File: src/rtl/toaster_pkg.sv
// Shared types for the multi-slot toaster controller.
package toaster_pkg;

  localparam int STATE_W = 2;

  typedef enum logic [STATE_W-1:0] {
    IDLE      = 2'b00,
    WARMUP    = 2'b01,
    TOAST     = 2'b10,
    COOL_DOWN = 2'b11
  } state_type;

endpackage

File: src/rtl/toaster_slot.sv
// One toaster slot: sequencer FSM, duration counter, captured toast time, pending/done flags.
// Optional abort support is compiled in with TOASTER_ABORT_EN.
module toaster_slot
  import toaster_pkg::*;
#(
  parameter int CNT_W      = 8,
  parameter int WARMUP_CYC = 4,
  parameter int COOL_CYC   = 3
) (
  input  logic             clk,
  input  logic             rst_n,
  input  logic             start,
  input  logic [CNT_W-1:0] toast_time,
  input  logic             grant,
`ifdef TOASTER_ABORT_EN
  input  logic             abort,
`endif
  output state_type        state,
  output logic             req,
  output logic             heat,
  output logic             pending,
  output logic             done
);

  localparam logic [CNT_W-1:0] WARM_LOAD = CNT_W'(WARMUP_CYC - 1);
  localparam logic [CNT_W-1:0] COOL_LOAD = CNT_W'(COOL_CYC - 1);

  state_type        state_q, state_nx;
  logic [CNT_W-1:0] cnt_q, time_q;
  logic             pending_q, done_q, aborted;
  logic             start_ok, cnt_zero, abort_hit;

`ifdef TOASTER_ABORT_EN
  logic aborted_q;

  assign abort_hit = abort;
  assign aborted   = aborted_q;

  always_ff @(posedge clk or negedge rst_n) begin
    if (!rst_n) begin
      aborted_q <= 1'b0;
    end else if (abort_hit && (state_q == WARMUP || state_q == TOAST)) begin
      aborted_q <= 1'b1;
    end else if (state_q == COOL_DOWN && state_nx == IDLE) begin
      aborted_q <= 1'b0;
    end
  end
`else
  assign abort_hit = 1'b0;
  assign aborted   = 1'b0;
`endif

  assign start_ok = start && (state_q == IDLE) && !pending_q && (toast_time != '0);
  assign cnt_zero = (cnt_q == '0);

  always_ff @(posedge clk or negedge rst_n) begin
    if (!rst_n) state_q <= IDLE;
    else        state_q <= state_nx;
  end

  always_comb begin
    state_nx = state_q;
    unique case (state_q)
      IDLE:      if (grant)    state_nx = WARMUP;
      WARMUP:    if (cnt_zero) state_nx = TOAST;
      TOAST:     if (cnt_zero) state_nx = COOL_DOWN;
      COOL_DOWN: if (cnt_zero) state_nx = IDLE;
      default:                 state_nx = IDLE;
    endcase
    // Abort overrides any same-cycle counter expiry in a heating state.
    if (abort_hit && (state_q == WARMUP || state_q == TOAST)) state_nx = COOL_DOWN;
  end

  always_comb begin
    heat = (state_q == WARMUP) || (state_q == TOAST);
    req  = (pending_q || start_ok) && !abort_hit;
  end

  // Counter reloads on every state change, otherwise counts down while active.
  always_ff @(posedge clk or negedge rst_n) begin
    if (!rst_n) begin
      cnt_q     <= '0;
      time_q    <= '0;
      pending_q <= 1'b0;
      done_q    <= 1'b0;
    end else begin
      if (state_nx != state_q) begin
        unique case (state_nx)
          WARMUP:    cnt_q <= WARM_LOAD;
          TOAST:     cnt_q <= time_q - CNT_W'(1);
          COOL_DOWN: cnt_q <= COOL_LOAD;
          default:   cnt_q <= '0;
        endcase
      end else if (state_q != IDLE) begin
        cnt_q <= cnt_q - CNT_W'(1);
      end
      if (start_ok) time_q <= toast_time;
      pending_q <= req && !grant;
      done_q    <= (state_q == COOL_DOWN) && (state_nx == IDLE) && !aborted;
    end
  end

  assign state   = state_q;
  assign pending = pending_q;
  assign done    = done_q;

endmodule

File: src/rtl/toaster_ctrl.sv
// Multi-slot toaster controller: N_SLOTS sequencers sharing a heater budget of MAX_HEAT.
// Optional per-slot abort is compiled in with TOASTER_ABORT_EN.
module toaster_ctrl
  import toaster_pkg::*;
#(
  parameter int N_SLOTS    = 2,
  parameter int CNT_W      = 8,
  parameter int WARMUP_CYC = 4,
  parameter int COOL_CYC   = 3,
  parameter int MAX_HEAT   = 1
) (
  input  logic                       iClk,
  input  logic                       inRst,
  input  logic [N_SLOTS-1:0]         iStart,
  input  logic [N_SLOTS*CNT_W-1:0]   iToastTime,
`ifdef TOASTER_ABORT_EN
  input  logic [N_SLOTS-1:0]         iAbort,
`endif
  output logic [N_SLOTS*STATE_W-1:0] oState,
  output logic [N_SLOTS-1:0]         oBusy,
  output logic [N_SLOTS-1:0]         oHeat,
  output logic [N_SLOTS-1:0]         oDone
);

  localparam int              CW         = $clog2(N_SLOTS + 1);
  localparam logic [CW-1:0]   MAX_HEAT_C = CW'(MAX_HEAT);

  logic [N_SLOTS-1:0][STATE_W-1:0] state_int;
  logic [N_SLOTS-1:0]              req, heat, pending, done, grant;
  logic [CW-1:0]                   heat_cnt, avail, used;

  for (genvar i = 0; i < N_SLOTS; i++) begin : g_slot
    toaster_slot #(
      .CNT_W      (CNT_W),
      .WARMUP_CYC (WARMUP_CYC),
      .COOL_CYC   (COOL_CYC)
    ) u_slot (
      .clk        (iClk),
      .rst_n      (inRst),
      .start      (iStart[i]),
      .toast_time (iToastTime[i*CNT_W +: CNT_W]),
      .grant      (grant[i]),
`ifdef TOASTER_ABORT_EN
      .abort      (iAbort[i]),
`endif
      .state      (state_int[i]),
      .req        (req[i]),
      .heat       (heat[i]),
      .pending    (pending[i]),
      .done       (done[i])
    );
  end

  // Budget is taken from registered state, so a slot leaving TOAST frees it one cycle later.
  always_comb begin
    heat_cnt = '0;
    for (int unsigned i = 0; i < N_SLOTS; i++) heat_cnt = heat_cnt + CW'(heat[i]);
  end

  always_comb begin
    avail = MAX_HEAT_C - heat_cnt;
    used  = '0;
    grant = '0;
    for (int unsigned i = 0; i < N_SLOTS; i++) begin
      if (req[i] && (used < avail)) begin
        grant[i] = 1'b1;
        used     = used + CW'(1);
      end
    end
  end

  always_comb begin
    for (int unsigned i = 0; i < N_SLOTS; i++) oBusy[i] = pending[i] || (state_int[i] != IDLE);
  end

  assign oState = state_int;
  assign oHeat  = heat;
  assign oDone  = done;

endmodule

File: config.mk
export PLATFORM = sky130hd
export DESIGN_NAME = toaster_ctrl
export DESIGN_NICKNAME = d
export VERILOG_FILES = /design/src/rtl/toaster_pkg.sv /design/src/rtl/toaster_slot.sv /design/src/rtl/toaster_ctrl.sv
export SDC_FILE = /design/constraint.sdc
export NUM_CORES = 1
export LEC_CHECK = 0
export ABC_AREA = 1
export ABC_CLOCK_PERIOD_IN_PS = 2100
export CAP_MARGIN = 5
export CORE_MARGIN = 2
export CORE_UTILIZATION = 30
export CTS_CLUSTER_SIZE = 25
export DETAILED_ROUTE_END_ITERATION = 8
export GPL_TIMING_DRIVEN = 0
export PLACE_DENSITY = 0.46
export SETUP_SLACK_MARGIN = 0.5
export SLEW_MARGIN = 20
export SYNTH_ARGS = -nofsm -noshare
export SYNTH_HDL_FRONTEND = slang
export SYNTH_SLANG_ARGS = --single-unit
File: constraint.sdc
create_clock -name iClk -period 2.1 [get_ports iClk]
set_input_delay 0.42 -clock iClk [delete_from_list [all_inputs] [get_ports iClk]]
set_output_delay 0.42 -clock iClk [all_outputs]
set_load 0.01 [all_outputs]
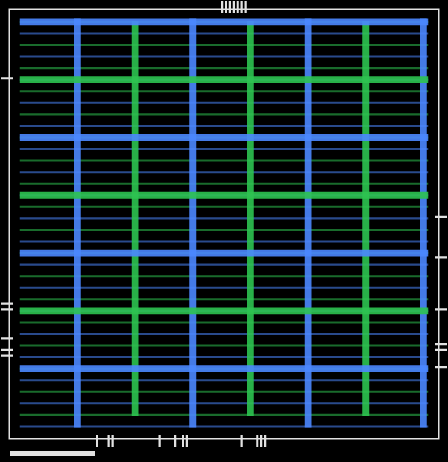
Figure 1: run 1, power grid.
Bar = 20 um. Pins as bars on the die edge.
Key: blue = VSS; green = VDD
30 signal pins sit on the boundary. 7 straps on met4. 7 straps on met5. 36 met1 rails follow the rows.

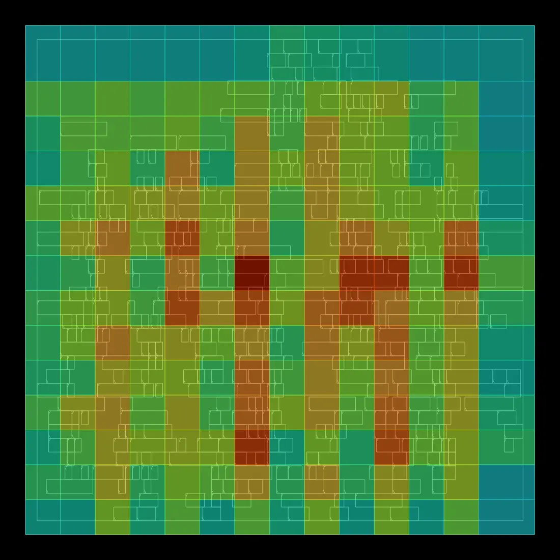
Figure 2: run 1, routing congestion map.
per-cell routed wire length: 12.5 um
GR Util met1: 0.177

==> qor.yml, run 1 <==
ir_drop_mv: 0.243
p_total_uw: 1470
flop_cell: "dfrtp_1"
nFillCells: 907
enable_flop_cells: 0
synthDominantCellAreaShare: 0.357
antenna_found_initial: 0
p_sw_frac: 0.215
overflow: 0
finClkSkew_ns: 0.00714
top_layer: "met4"
fin_nets: 494
dr_wl_met2_um: 3780
sh_comb_area: 0.450
synth_area_sq_um: 2810
synth_area_leader_cell: "dfrtp_1"
p_leak_uw: 0.00213
hold_class: "input port to asynchronous set/reset pin"
ys_cells: 374
holdBufCountCts: 0
fa_ha_area_frac: 0.0669
seq_area_frac: 0.240
crit_top_cell: "nand2_2"
vias_per_cell: 4.51
r2r_slack_ns: 0.02
critPathCaptureType: "flop"
gp_congestion: 0.795
die_area_sq_um: 10100
placed_cell_area_sq_um: 3340
io_buffers: 29
comb_area_sq_um: 1880
reg2reg_from: "g_slot[1].u_slot.state[0]$_DFF_PN0_"
p_switching_uw: 315
use_met2: 0.265
timing.final.hold_violations: 1
setup.worst_path.end: "g_slot[1].u_slot.cnt_q[2]$_DFFE_PN0P_"
violations: "negative hold slack"
topCellsByArea: "dfrtp_1 36%, nand2_1 16%, ha_1 6.7%"
non_clock_buffer_count: 83
period_used_share: 0.993
htreeDepth: 2
antenna_cells: 0
finalSetupTns_ns: 0
maxPowerGroup: "registers"
syn-num-nets: 409
worst_path_dominant_cell_family: "simple AND/OR/NAND/NOR gates"
path_buffers: 3
clock_path_buffers: 2
power_density_nw_per_um2: 351
yosysWarnings: 0
gr-usage-all-layers: 0.146
grt_pass1_vias: 2490
m1WireLength_um: 3050
fp.dieW_um: 101
layout.cells.non_filler: 571
grt_start_max_net_pins: 30
yosys_area_sq_um: 2810
syn_area_per_cell_sq_um: 7.50
path_class: "flop to flop"
dp.cells: 515
syn_to_final_growth_pct: 49.3
finalHoldWorstSlack_ns: -0.0000784
r2r_end: "g_slot[1].u_slot.cnt_q[2]$_DFFE_PN0P_"
async_reset_ff_frac: 1.00
vias: 2577
intPower_uw: 1160
p_comb_frac: 0.043
drt_iter0_drc: 48
io_pins: 30
route.met3.wl_um: 208
ff2ff_path_depth: 16
flop_area_sq_um: 1010
xor_area_frac: 0.0718
fp-row-count: 35
worstPathMaxFanout: 7
common_cells: "122 x nand2_1, 40 x dfrtp_1, 40 x inv_1, 30 x nor2_1, 20 x o21ai_0"
worstPathCellList: "inv_4, ha_4, ha_4, inv_4, nand3_2, nand2_2, nand2_2, nand2_2, nand2_4, nand2_4, nand2_4, nand2_8, nand3_4, clkinv_4, nand2_2, nand2_1"
crit_required_ns: 2.34
simple_gate_share: 0.340
ant_nets: 0
synth.most_common_cell: "nand2_1"
cp_num_cells: 16
ys_ff: 40
dp.final_hpwl_um: 4800
warnings: 37
drc: 0
clkSinkCount: 40
status: "finished with violations"
area_dominant_class: "combinational gates"
worst_pin_slew_ns: 0.319
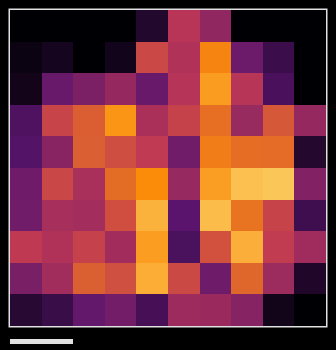
Figure 3: run 1, cell area per tile.
Bar = 20 um. 10 x 10 tiles, from black (low) to pale yellow (high), 0 to 100% covered.
10% of the tiles are over 75% full. The fullest tile reaches 88%. The emptiest ninth of the die: upper left. The mean over all tiles is 40%.
core footprint: 9150 sq um
fp_density: 0.307
final core utilization: 0.458

Figure 4. Placement by cell class (run 1).
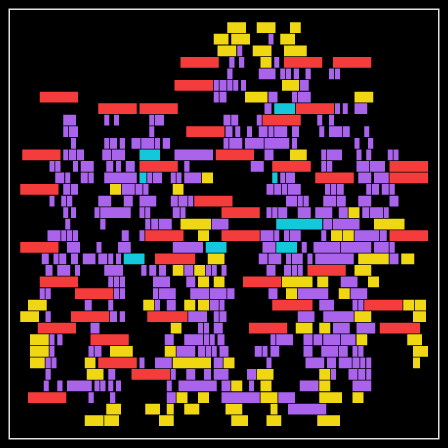

## Run 2: what changed since run 1
DONT_BUFFER_PORTS = 1   (was unset)
GPL_ROUTABILITY_DRIVEN = 1   (was unset)
MAX_ROUTING_LAYER = met4   (was unset)
PLACE_DENSITY = 0.42   (was 0.46)
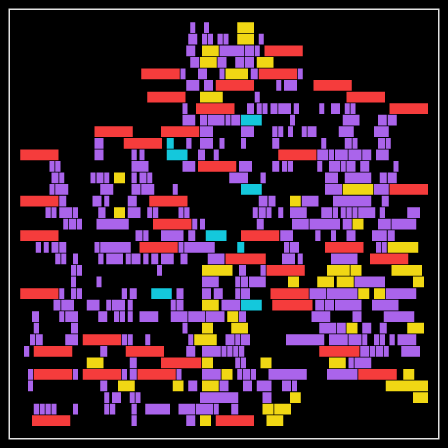
Figure 5: run 2, placement by cell class.
Key: yellow = other buffers and delay cells [cells 46, share of their area 13%]; cyan = clock drivers and dummy loads [cells 8, share of their area 2.5%]; red = flops [cells 40, share of their area 27%]; purple = combinational and other logic [cells 330, share of their area 57%]
Seq/total area: 0.257
final core utilization: 0.428

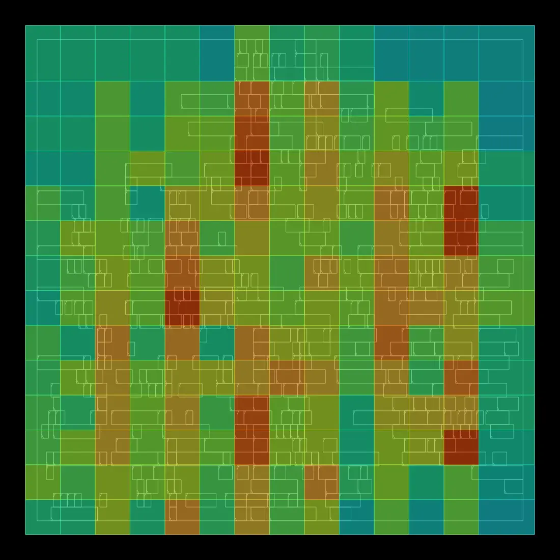
Figure 6: run 2, routing congestion map.
GRT Total Usage: 0.148
GR Util met3: 0.0229

==> run 2 against run 1 <==
Against the previous run: the run ends with negative setup slack left; sequential share of layout area is 1.7 points higher; cell count fell by 6.3%; register-to-register slack lost 0.16 ns; design area fell by 6.5%; worst setup slack got worse by 0.16 ns; combinational power fell by 51%; hold slack improved by 0.22 ns; first-iteration DRC count is 33% higher; via count decreased by 4.9%.
==> qor.yml, run 2 <==
status: "finished with violations"
violations: "negative setup slack"
finish.instance_area_sq_um: 3920
power_density_nw_per_um2: 344  # -1.9%
p_total_uw: 1350  # -8.3%
r2r_slack_ns: -0.15  # -0.16 ns
worst_pin_slew_ns: 0.354  # +0.0344 ns
clock_path_buffers: 2  # unchanged
use_met2: 0.256  # -0.00923
timing.final.hold_violations: 0  # -1
finalSetupTns_ns: -1.47  # -1.47 ns
warnings: 37  # unchanged
sh_comb_area: 0.500  # +0.0506
m1WireLength_um: 3240  # +6.1%
yosys_area_sq_um: 2810  # unchanged
worstPathMaxFanout: 7  # unchanged
fa_ha_area_frac: 0.0669  # unchanged
nFillCells: 902  # -0.55%
finClkSkew_ns: 0.00800  # +0.000868 ns
synthDominantCellAreaShare: 0.357  # unchanged
period_used_share: 1.07  # +0.0772
comb_area_sq_um: 1960  # +4.0%
fin_nets: 458  # -7.3%
die_area_sq_um: 10100  # unchanged
non_clock_buffer_count: 46  # -45%
p_leak_uw: 0.00189  # -11%
ant_nets: 0  # unchanged
fp_util: 0.307  # unchanged
synth.most_common_cell: "nand2_1"
grt_start_max_net_pins: 41  # +37%
use_met1: 0.177  # +0.000735
simple_gate_share: 0.340  # unchanged
die_h_um: 101
p_switching_uw: 307  # -2.6%
syn-num-nets: 409  # unchanged
worstPathCellList: "inv_4, ha_4, ha_4, inv_4, nand3_2, nand2_2, nand2_2, nand2_2, nand2_4, nand2_8, nand2_8, nand2_8, nand3_4, inv_8, nand2_1, nand2_1"
route.met3.wl_um: 136  # -35%
ys_cells: 374  # unchanged
r2r_end: "g_slot[1].u_slot.cnt_q[2]$_DFFE_PN0P_"
ys_ff: 40  # unchanged
area_dominant_class: "combinational gates"
critPathCaptureType: "flop"
io_buffers: 0  # -100%
antenna_cells: 0  # unchanged
xor_area_frac: 0.0718  # unchanged
synth_area_leader_cell: "dfrtp_1"
vias: 2451  # -4.9%
drt_iter0_drc: 64  # +33%
drc: 0  # unchanged
path_buffers: 3  # unchanged
intPower_uw: 1040  # -9.9%
htreeDepth: 2  # unchanged
flop_cell: "dfrtp_1"
fp-row-count: 35  # unchanged
common_cells: "122 x nand2_1, 40 x dfrtp_1, 40 x inv_1, 30 x nor2_1, 20 x o21ai_0"
drv_slew: 0
synth_area_sq_um: 2810  # unchanged
post_drt_wl_per_cell_um: 13.3  # +6.3%
ff2ff_path_depth: 16  # unchanged
powerSeq_uw: 769
antenna_found_initial: 0  # unchanged
gp_congestion: 0.784  # -1.4%
vias_per_cell: 4.58  # +1.5%
top_layer: "met4"
enable_flop_cells: 0  # unchanged
path_class: "flop to flop"
coreArea_sq_um: 9150  # unchanged
io_pins: 30  # unchanged
syn_to_final_growth_pct: 39.5
hold_class: "input port to flop"
setup_viol: 15
flop_area_sq_um: 1010  # unchanged
clkSinkCount: 40  # unchanged
critPathLaunch: "g_slot[0].u_slot.state[1]$_DFF_PN0_"
setup.worst_path.end: "g_slot[1].u_slot.cnt_q[2]$_DFFE_PN0P_"
reg2reg_from: "g_slot[0].u_slot.state[1]$_DFF_PN0_"
layout.cells.non_filler: 535  # -6.3%
crit_required_ns: 2.34  # about the same
timing.final.ws_setup_ns: -0.146
async_reset_ff_frac: 1.00  # unchanged
topCellsByArea: "dfrtp_1 36%, nand2_1 16%, ha_1 6.7%"
dr_wl_met2_um: 3640  # -3.6%
worst_path_dominant_cell_family: "simple AND/OR/NAND/NOR gates"
ir_drop_mv: 0.186  # -24%
dp.cells: 485  # -5.8%
worstHoldStart: "iToastTime[13]"
p_comb_frac: 0.023  # -0.020
placed_cell_area_sq_um: 3030  # -9.1%
grt_pass1_vias: 2361  # -5.2%
cp_num_cells: 16  # unchanged
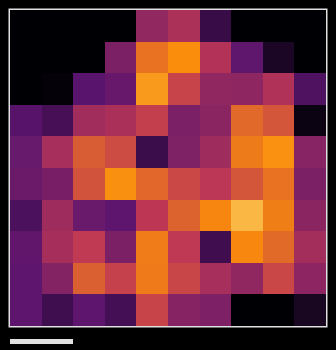
Figure 7: run 2, cell area per tile.
Bar = 20 um. 10 x 10 tiles, from black (low) to pale yellow (high), 0 to 100% covered.

Power and IR drop assume default switching activity.
